--- config.mk ---
export PLATFORM = sky130hd
export DESIGN_NAME = accum_stream_writer_flat
export DESIGN_NICKNAME = d
export VERILOG_FILES = /design/src/rtl/accum_pkg.sv /design/src/rtl/accum_stream_writer_if.sv /design/src/rtl/accum_beat_buffer.sv /design/src/rtl/accum_stream_writer.sv /design/src/flat_wrapper.sv
export SDC_FILE = /design/constraint.sdc
export NUM_CORES = 1
export LEC_CHECK = 0
export CAP_MARGIN = 40
export CORE_UTILIZATION = 45
export CTS_BUF_LIST = sky130_fd_sc_hd__clkbuf_8
export CTS_CLUSTER_SIZE = 16
export DETAILED_ROUTE_END_ITERATION = 8
export GPL_TIMING_DRIVEN = 0
export PLACE_DENSITY = 0.88
export SKIP_CTS_REPAIR_TIMING = 1
export SYNTH_ARGS = -nofsm -noshare
export SYNTH_HDL_FRONTEND = slang
export SYNTH_SLANG_ARGS = --single-unit
--- constraint.sdc ---
create_clock -name clk -period 4.4 [get_ports clk]
set_input_delay 0.88 -clock clk [delete_from_list [all_inputs] [get_ports clk]]
set_output_delay 0.88 -clock clk [all_outputs]
set_load 0.05 [all_outputs]
--- src/rtl/accum_pkg.sv ---
// Shared types for the accumulator stream writer: FSM state encoding and the
// latched burst descriptor.
package accum_pkg;

  localparam int ACCUM_BANKS  = 4;
  localparam int ACCUM_ADDR_W = 9;
  localparam int ACCUM_DATA_W = 64;
  localparam int ACCUM_ZONE_W = 2;
  localparam int ACCUM_LEN_W  = 10;

  typedef enum logic [1:0] {
    IDLE = 2'd0,
    RUN  = 2'd1,
    DONE = 2'd2
  } accum_wr_state_e;

  // The addr field doubles as the running word pointer once the burst starts.
  typedef struct packed {
    logic [ACCUM_ZONE_W-1:0] zone;
    logic [ACCUM_ADDR_W-1:0] addr;
    logic [ACCUM_LEN_W-1:0]  len;
    logic [ACCUM_BANKS-1:0]  mask;
    logic                    accum;
  } accum_wr_desc_t;

endpackage

--- src/rtl/accum_stream_writer_if.sv ---
// Command and data channel interfaces of the accumulator subsystem slave
// ports; the writer drives the Master side of both.
interface Accum_Cmd_If
  import accum_pkg::*;
#(
  parameter int NUM_BANKS  = ACCUM_BANKS,
  parameter int ADDR_WIDTH = ACCUM_ADDR_W,
  parameter int ZONE_WIDTH = ACCUM_ZONE_W
);
  logic                  wr_valid;
  logic                  wr_ready;
  logic [ZONE_WIDTH-1:0] wr_zone_id;
  logic [ADDR_WIDTH-1:0] wr_addr;
  logic [NUM_BANKS-1:0]  wr_mask;
  logic                  accum_en;
  logic                  rd_valid;
  logic [ZONE_WIDTH-1:0] rd_zone_id;
  logic [ADDR_WIDTH-1:0] rd_addr;

  modport Master (
    output wr_valid, wr_zone_id, wr_addr, wr_mask, accum_en,
    output rd_valid, rd_zone_id, rd_addr,
    input  wr_ready
  );
  modport Slave (
    input  wr_valid, wr_zone_id, wr_addr, wr_mask, accum_en,
    input  rd_valid, rd_zone_id, rd_addr,
    output wr_ready
  );
endinterface

interface Accum_Data_If
  import accum_pkg::*;
#(
  parameter int DATA_WIDTH = ACCUM_DATA_W
);
  logic                  wvalid;
  logic                  wready;
  logic [DATA_WIDTH-1:0] wdata;
  logic                  rvalid;
  logic [DATA_WIDTH-1:0] rdata;

  modport Master (output wvalid, wdata, input wready, rvalid, rdata);
  modport Slave  (input wvalid, wdata, output wready, rvalid, rdata);
endinterface

--- src/rtl/accum_beat_buffer.sv ---
// One-entry beat buffer. Each channel keeps its own pending flag (a cleared
// flag on a full buffer means that channel's beat was already sent).
module accum_beat_buffer
  import accum_pkg::*;
#(
  parameter int DATA_WIDTH = ACCUM_DATA_W
) (
  input  logic                  clk,
  input  logic                  rstn,
  input  logic                  load,
  input  logic [DATA_WIDTH-1:0] din,
  input  logic                  cmd_ready,
  input  logic                  data_ready,
  output logic                  cmd_valid,
  output logic                  data_valid,
  output logic [DATA_WIDTH-1:0] dout,
  output logic                  empty,
  output logic                  retire
);

  assign empty  = !cmd_valid && !data_valid;
  assign retire = !empty && (!cmd_valid || cmd_ready) && (!data_valid || data_ready);

  // NOTE: non-blocking assignments so every flop samples pre-edge values.
  always_ff @(posedge clk or negedge rstn) begin
    if (!rstn) begin
      cmd_valid  <= 1'b0;
      data_valid <= 1'b0;
      // NOTE: the data register is reset only because the payload must read zero out of reset.
      dout       <= '0;
    end else if (load) begin
      cmd_valid  <= 1'b1;
      data_valid <= 1'b1;
      dout       <= din;
    end else begin
      if (cmd_valid && cmd_ready)   cmd_valid  <= 1'b0;
      if (data_valid && data_ready) data_valid <= 1'b0;
    end
  end

endmodule

--- src/rtl/accum_stream_writer.sv ---
// Burst write master: one descriptor plus a word stream becomes one cmd/data
// beat pair per word. Define ACCUM_STREAM_WRITER_PERF_EN to add perf_stall_cnt.
module accum_stream_writer
  import accum_pkg::*;
#(
  parameter int NUM_BANKS  = ACCUM_BANKS,
  parameter int ADDR_WIDTH = ACCUM_ADDR_W,
  parameter int DATA_WIDTH = ACCUM_DATA_W,
  parameter int ZONE_WIDTH = ACCUM_ZONE_W,
  parameter int LEN_WIDTH  = ACCUM_LEN_W
) (
  input  logic                  clk,
  input  logic                  rstn,
  input  logic                  desc_valid,
  output logic                  desc_ready,
  input  logic [ZONE_WIDTH-1:0] desc_zone,
  input  logic [ADDR_WIDTH-1:0] desc_addr,
  input  logic [LEN_WIDTH-1:0]  desc_len,
  input  logic [NUM_BANKS-1:0]  desc_mask,
  input  logic                  desc_accum,
  input  logic                  s_valid,
  output logic                  s_ready,
  input  logic [DATA_WIDTH-1:0] s_data,
  output logic                  busy,
  output logic                  done,
  Accum_Cmd_If.Master           m_cmd,
  Accum_Data_If.Master          m_data
`ifdef ACCUM_STREAM_WRITER_PERF_EN
  ,
  output logic [31:0]           perf_stall_cnt
`endif
);

  accum_wr_state_e      state, state_nxt;
  accum_wr_desc_t       d_q;
  logic [LEN_WIDTH-1:0] load_cnt, beat_cnt;
  logic                 desc_fire, buf_load, buf_retire, buf_empty, last_beat;

  assign desc_ready = (state == IDLE);
  assign desc_fire  = desc_valid && desc_ready;
  assign s_ready    = (state == RUN) && (buf_empty || buf_retire) && (load_cnt < d_q.len);
  assign buf_load   = s_valid && s_ready;
  assign last_beat  = buf_retire && ((beat_cnt + LEN_WIDTH'(1)) == d_q.len);

  accum_beat_buffer #(.DATA_WIDTH(DATA_WIDTH)) u_buf (
    .clk        (clk),
    .rstn       (rstn),
    .load       (buf_load),
    .din        (s_data),
    .cmd_ready  (m_cmd.wr_ready),
    .data_ready (m_data.wready),
    .cmd_valid  (m_cmd.wr_valid),
    .data_valid (m_data.wvalid),
    .dout       (m_data.wdata),
    .empty      (buf_empty),
    .retire     (buf_retire)
  );

  always_comb begin
    // NOTE: default first so no path leaves state_nxt unassigned (no latch).
    state_nxt = state;
    unique case (state)
      IDLE:    if (desc_fire) state_nxt = (desc_len != '0) ? RUN : DONE;
      RUN:     if (last_beat) state_nxt = DONE;
      DONE:    state_nxt = IDLE;
      default: state_nxt = IDLE;
    endcase
  end

  always_ff @(posedge clk or negedge rstn) begin
    if (!rstn) begin
      state    <= IDLE;
      d_q      <= '0;
      load_cnt <= '0;
      beat_cnt <= '0;
      busy     <= 1'b0;
      done     <= 1'b0;
    end else begin
      state <= state_nxt;
      busy  <= (state_nxt != IDLE);
      done  <= (state_nxt == DONE);
      if (desc_fire) begin
        d_q      <= '{zone: desc_zone, addr: desc_addr, len: desc_len,
                      mask: desc_mask, accum: desc_accum};
        load_cnt <= '0;
        beat_cnt <= '0;
      end else begin
        if (buf_load) load_cnt <= load_cnt + LEN_WIDTH'(1);
        // Pointer wraps naturally at 2^ADDR_WIDTH.
        if (buf_retire) begin
          d_q.addr <= d_q.addr + ADDR_WIDTH'(1);
          beat_cnt <= beat_cnt + LEN_WIDTH'(1);
        end
      end
    end
  end

  assign m_cmd.wr_zone_id = d_q.zone;
  assign m_cmd.wr_addr    = d_q.addr;
  assign m_cmd.wr_mask    = d_q.mask;
  assign m_cmd.accum_en   = d_q.accum;
  assign m_cmd.rd_valid   = 1'b0;
  assign m_cmd.rd_zone_id = '0;
  assign m_cmd.rd_addr    = '0;

  logic unused_rd;
  assign unused_rd = ^{m_data.rvalid, m_data.rdata};

`ifdef ACCUM_STREAM_WRITER_PERF_EN
  always_ff @(posedge clk or negedge rstn) begin
    if (!rstn) begin
      perf_stall_cnt <= '0;
    end else if (desc_fire) begin
      perf_stall_cnt <= '0;
    end else if ((state == RUN) && !buf_empty && !buf_retire && (perf_stall_cnt != '1)) begin
      perf_stall_cnt <= perf_stall_cnt + 32'd1;
    end
  end
`endif

endmodule

--- src/flat_wrapper.sv ---
// flat-port wrapper written by rule: the top's interface ports become plain ports
module accum_stream_writer_flat import accum_pkg::*;
#(
  parameter int NUM_BANKS  = ACCUM_BANKS,
  parameter int ADDR_WIDTH = ACCUM_ADDR_W,
  parameter int DATA_WIDTH = ACCUM_DATA_W,
  parameter int ZONE_WIDTH = ACCUM_ZONE_W,
  parameter int LEN_WIDTH  = ACCUM_LEN_W
)
  (clk, rstn, desc_valid, desc_ready, desc_zone, desc_addr, desc_len, desc_mask, desc_accum, s_valid, s_ready, s_data, busy, done, m_cmd_wr_valid, m_cmd_wr_zone_id, m_cmd_wr_addr, m_cmd_wr_mask, m_cmd_accum_en, m_cmd_rd_valid, m_cmd_rd_zone_id, m_cmd_rd_addr, m_cmd_wr_ready, m_data_wvalid, m_data_wdata, m_data_wready, m_data_rvalid, m_data_rdata);
  Accum_Cmd_If #(.NUM_BANKS(NUM_BANKS), .ADDR_WIDTH(ADDR_WIDTH), .ZONE_WIDTH(ZONE_WIDTH)) m_cmd_i ();
  Accum_Data_If #(.DATA_WIDTH(DATA_WIDTH)) m_data_i ();
  input  logic clk;
  input  logic rstn;
  input  logic desc_valid;
  output logic desc_ready;
  input  logic [ZONE_WIDTH-1:0] desc_zone;
  input  logic [ADDR_WIDTH-1:0] desc_addr;
  input  logic [LEN_WIDTH-1:0] desc_len;
  input  logic [NUM_BANKS-1:0] desc_mask;
  input  logic desc_accum;
  input  logic s_valid;
  output logic s_ready;
  input  logic [DATA_WIDTH-1:0] s_data;
  output logic busy;
  output logic done;
  output wire logic [$bits(m_cmd_i.wr_valid)-1:0] m_cmd_wr_valid;
  output wire logic [$bits(m_cmd_i.wr_zone_id)-1:0] m_cmd_wr_zone_id;
  output wire logic [$bits(m_cmd_i.wr_addr)-1:0] m_cmd_wr_addr;
  output wire logic [$bits(m_cmd_i.wr_mask)-1:0] m_cmd_wr_mask;
  output wire logic [$bits(m_cmd_i.accum_en)-1:0] m_cmd_accum_en;
  output wire logic [$bits(m_cmd_i.rd_valid)-1:0] m_cmd_rd_valid;
  output wire logic [$bits(m_cmd_i.rd_zone_id)-1:0] m_cmd_rd_zone_id;
  output wire logic [$bits(m_cmd_i.rd_addr)-1:0] m_cmd_rd_addr;
  input wire logic [$bits(m_cmd_i.wr_ready)-1:0] m_cmd_wr_ready;
  output wire logic [$bits(m_data_i.wvalid)-1:0] m_data_wvalid;
  output wire logic [$bits(m_data_i.wdata)-1:0] m_data_wdata;
  input wire logic [$bits(m_data_i.wready)-1:0] m_data_wready;
  input wire logic [$bits(m_data_i.rvalid)-1:0] m_data_rvalid;
  input wire logic [$bits(m_data_i.rdata)-1:0] m_data_rdata;
  assign m_cmd_wr_valid = m_cmd_i.wr_valid;
  assign m_cmd_wr_zone_id = m_cmd_i.wr_zone_id;
  assign m_cmd_wr_addr = m_cmd_i.wr_addr;
  assign m_cmd_wr_mask = m_cmd_i.wr_mask;
  assign m_cmd_accum_en = m_cmd_i.accum_en;
  assign m_cmd_rd_valid = m_cmd_i.rd_valid;
  assign m_cmd_rd_zone_id = m_cmd_i.rd_zone_id;
  assign m_cmd_rd_addr = m_cmd_i.rd_addr;
  assign m_cmd_i.wr_ready = m_cmd_wr_ready;
  assign m_data_wvalid = m_data_i.wvalid;
  assign m_data_wdata = m_data_i.wdata;
  assign m_data_i.wready = m_data_wready;
  assign m_data_i.rvalid = m_data_rvalid;
  assign m_data_i.rdata = m_data_rdata;
  accum_stream_writer #(.NUM_BANKS(NUM_BANKS), .ADDR_WIDTH(ADDR_WIDTH), .DATA_WIDTH(DATA_WIDTH), .ZONE_WIDTH(ZONE_WIDTH), .LEN_WIDTH(LEN_WIDTH)) u_core (.clk(clk), .rstn(rstn), .desc_valid(desc_valid), .desc_ready(desc_ready), .desc_zone(desc_zone), .desc_addr(desc_addr), .desc_len(desc_len), .desc_mask(desc_mask), .desc_accum(desc_accum), .s_valid(s_valid), .s_ready(s_ready), .s_data(s_data), .busy(busy), .done(done), .m_cmd(m_cmd_i), .m_data(m_data_i));
endmodule
==> images/floorplan.png <==
Pins as bars on the die edge. Tap cells in grey.
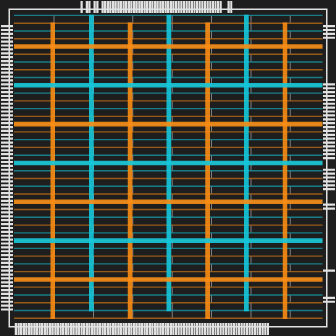
VSS -> orange
VDD -> cyan
tap cells = 143
met1 rails = 40
Worst IR Drop VDD: 0.375 mV
die extent in y: 111 um

==> images/class_map.png <==
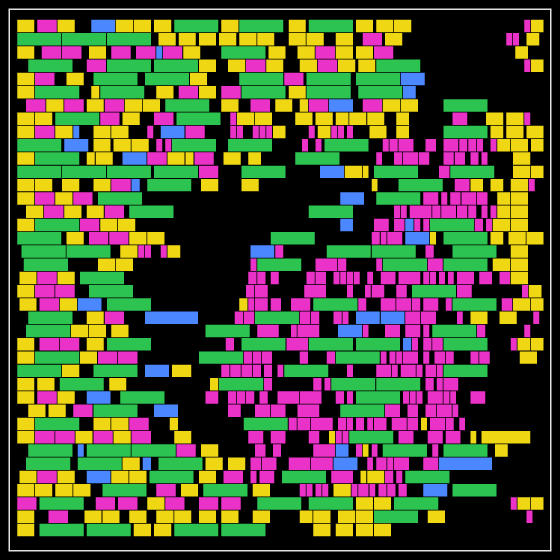
remaining buffers and delay cells -> yellow  # cells 225, share of their area 28%
sequential cells -> green  # cells 116, share of their area 38%
remaining logic cells -> magenta  # cells 313, share of their area 29%
clock drivers and dummy loads -> blue  # cells 32, share of their area 5.1%
summed area of non-filler cells in the final layout: 7760 sq um
total core area: 11,500 sq um

==> writeup.txt <==
In this build the clock could be raised as far as 251 MHz. The synthesis report lists the Yosys warning total as 0. Critical path endpoint category: an output pin.

Per the synth stats, the proportion of register bits with asynchronous set or reset is 100%. The run gives 3.41 nW as the leakage dissipation. Sequential cells burn 36.8% of the power.

Power attributed to sequential cells is 0.00144 W. Post-synthesis share of cell area spent on and-or and or-and gates: 6.26%. The run finished with clean final reports. Summing over every cut layer, the via total after detailed routing is 4,289. The area fraction of the dominant cell type after synthesis came out at 54.6%.

Category of the most critical setup path: in -> out. The number of placed cells counting well taps was 797. The startpoint of the worst-slack reg-to-reg timing path is u_core.d_q[14].

Worst clock skew: 0.00767 ns. The number of inserted diodes was 0. The run gives 2900 sq um as the area occupied by registers.

Combinational logic is responsible for 38.9% of the overall power. The final setup violation count is 0, and the first-pass iteration count of the detailed router is 4. For the max-cap check violation count, the log shows 0.

After global routing the overflow that remains totals 0. The largest area contributor in the netlist was sky130_fd_sc_hd__dfrtp_1. Before any placement, the netlist area is recorded as 5320 sq um. For the pin with the worst max-slew slack, the measured transition is 0.759 ns. The synthesis-to-layout area growth came out at 46.0%. STA puts the critical path data required time at 3.52 ns.

The synthesis stat section lists a flop and latch total of 116. The final layout reports a setup TNS of 0 ns. After synthesis, the share of cell area in mux cells is 13.6%. Setup repair after global routing left no endpoint under its margin. For reference, the top cells by area after synthesis are sky130_fd_sc_hd__dfrtp_1 55%, sky130_fd_sc_hd__mux2_2 14%, sky130_fd_sc_hd__nand2_1 4.0%. For the met3 demand-to-capacity share in global routing, the log shows 8.53%. With the number of cells in the finished layout apart from fillers at 829, the count of warning messages emitted by the tools is 91.

The CTS report gives the tree buffer count as 17. For hold timing, the worst endpoint is u_core.m_cmd.wr_mask[2]. Counting the fill cells in the layout gives 835.

The switching fraction of total power is 38.4%, and the fraction of met2 tracks used by global routing is 40.2%. The layout contains a multi-input combinational cell count of 300. The maximum fanout along the worst path came out at 5. The average wire per cell in the routed design is 16.2 um. The number of stages on the worst hold path came out at 2.
==> images/clock_wires.png <==
Bar = 20 um.
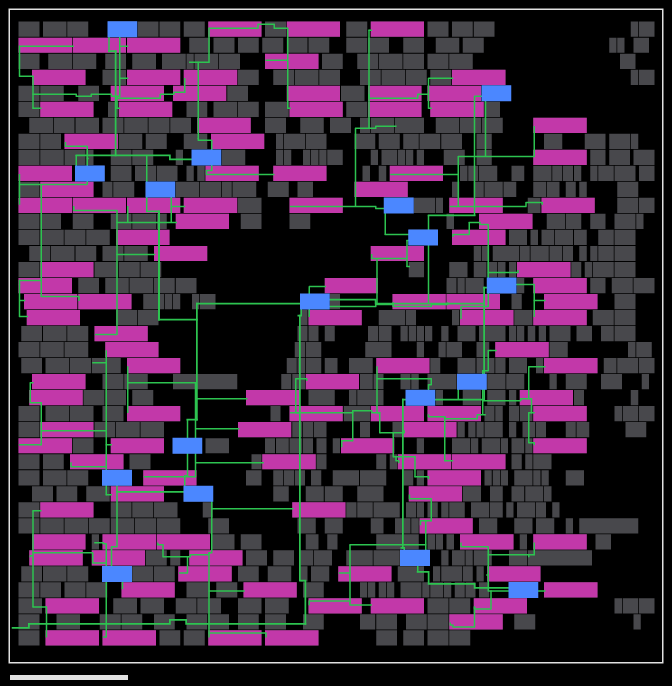
clock wires -> green  # length 1,500 um
flip-flops -> magenta  # count 116
clock-net drivers -> blue  # count 17
flops lie = all over the die
clock network fraction of design power: 24.3%
clock network power: 0.000956 W

==> images/layers.png <==
Bar = 20 um.
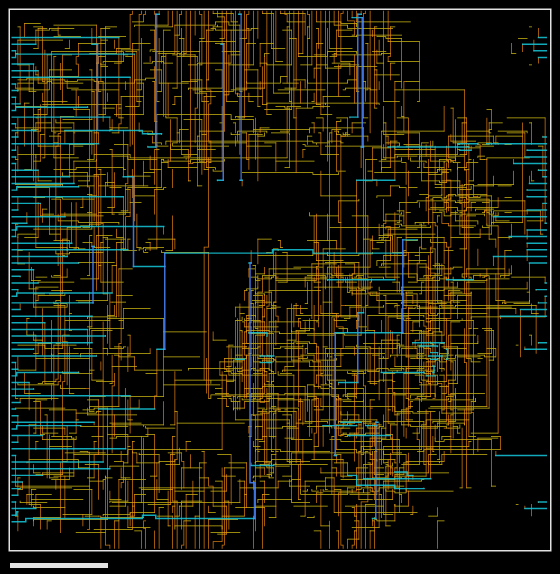
M1 -> yellow  # wire length 5,090 um
M3 -> cyan  # wire length 1,130 um
M2 -> orange  # wire length 6,900 um
M4 -> blue  # wire length 336 um

Power and IR drop assume default switching activity.
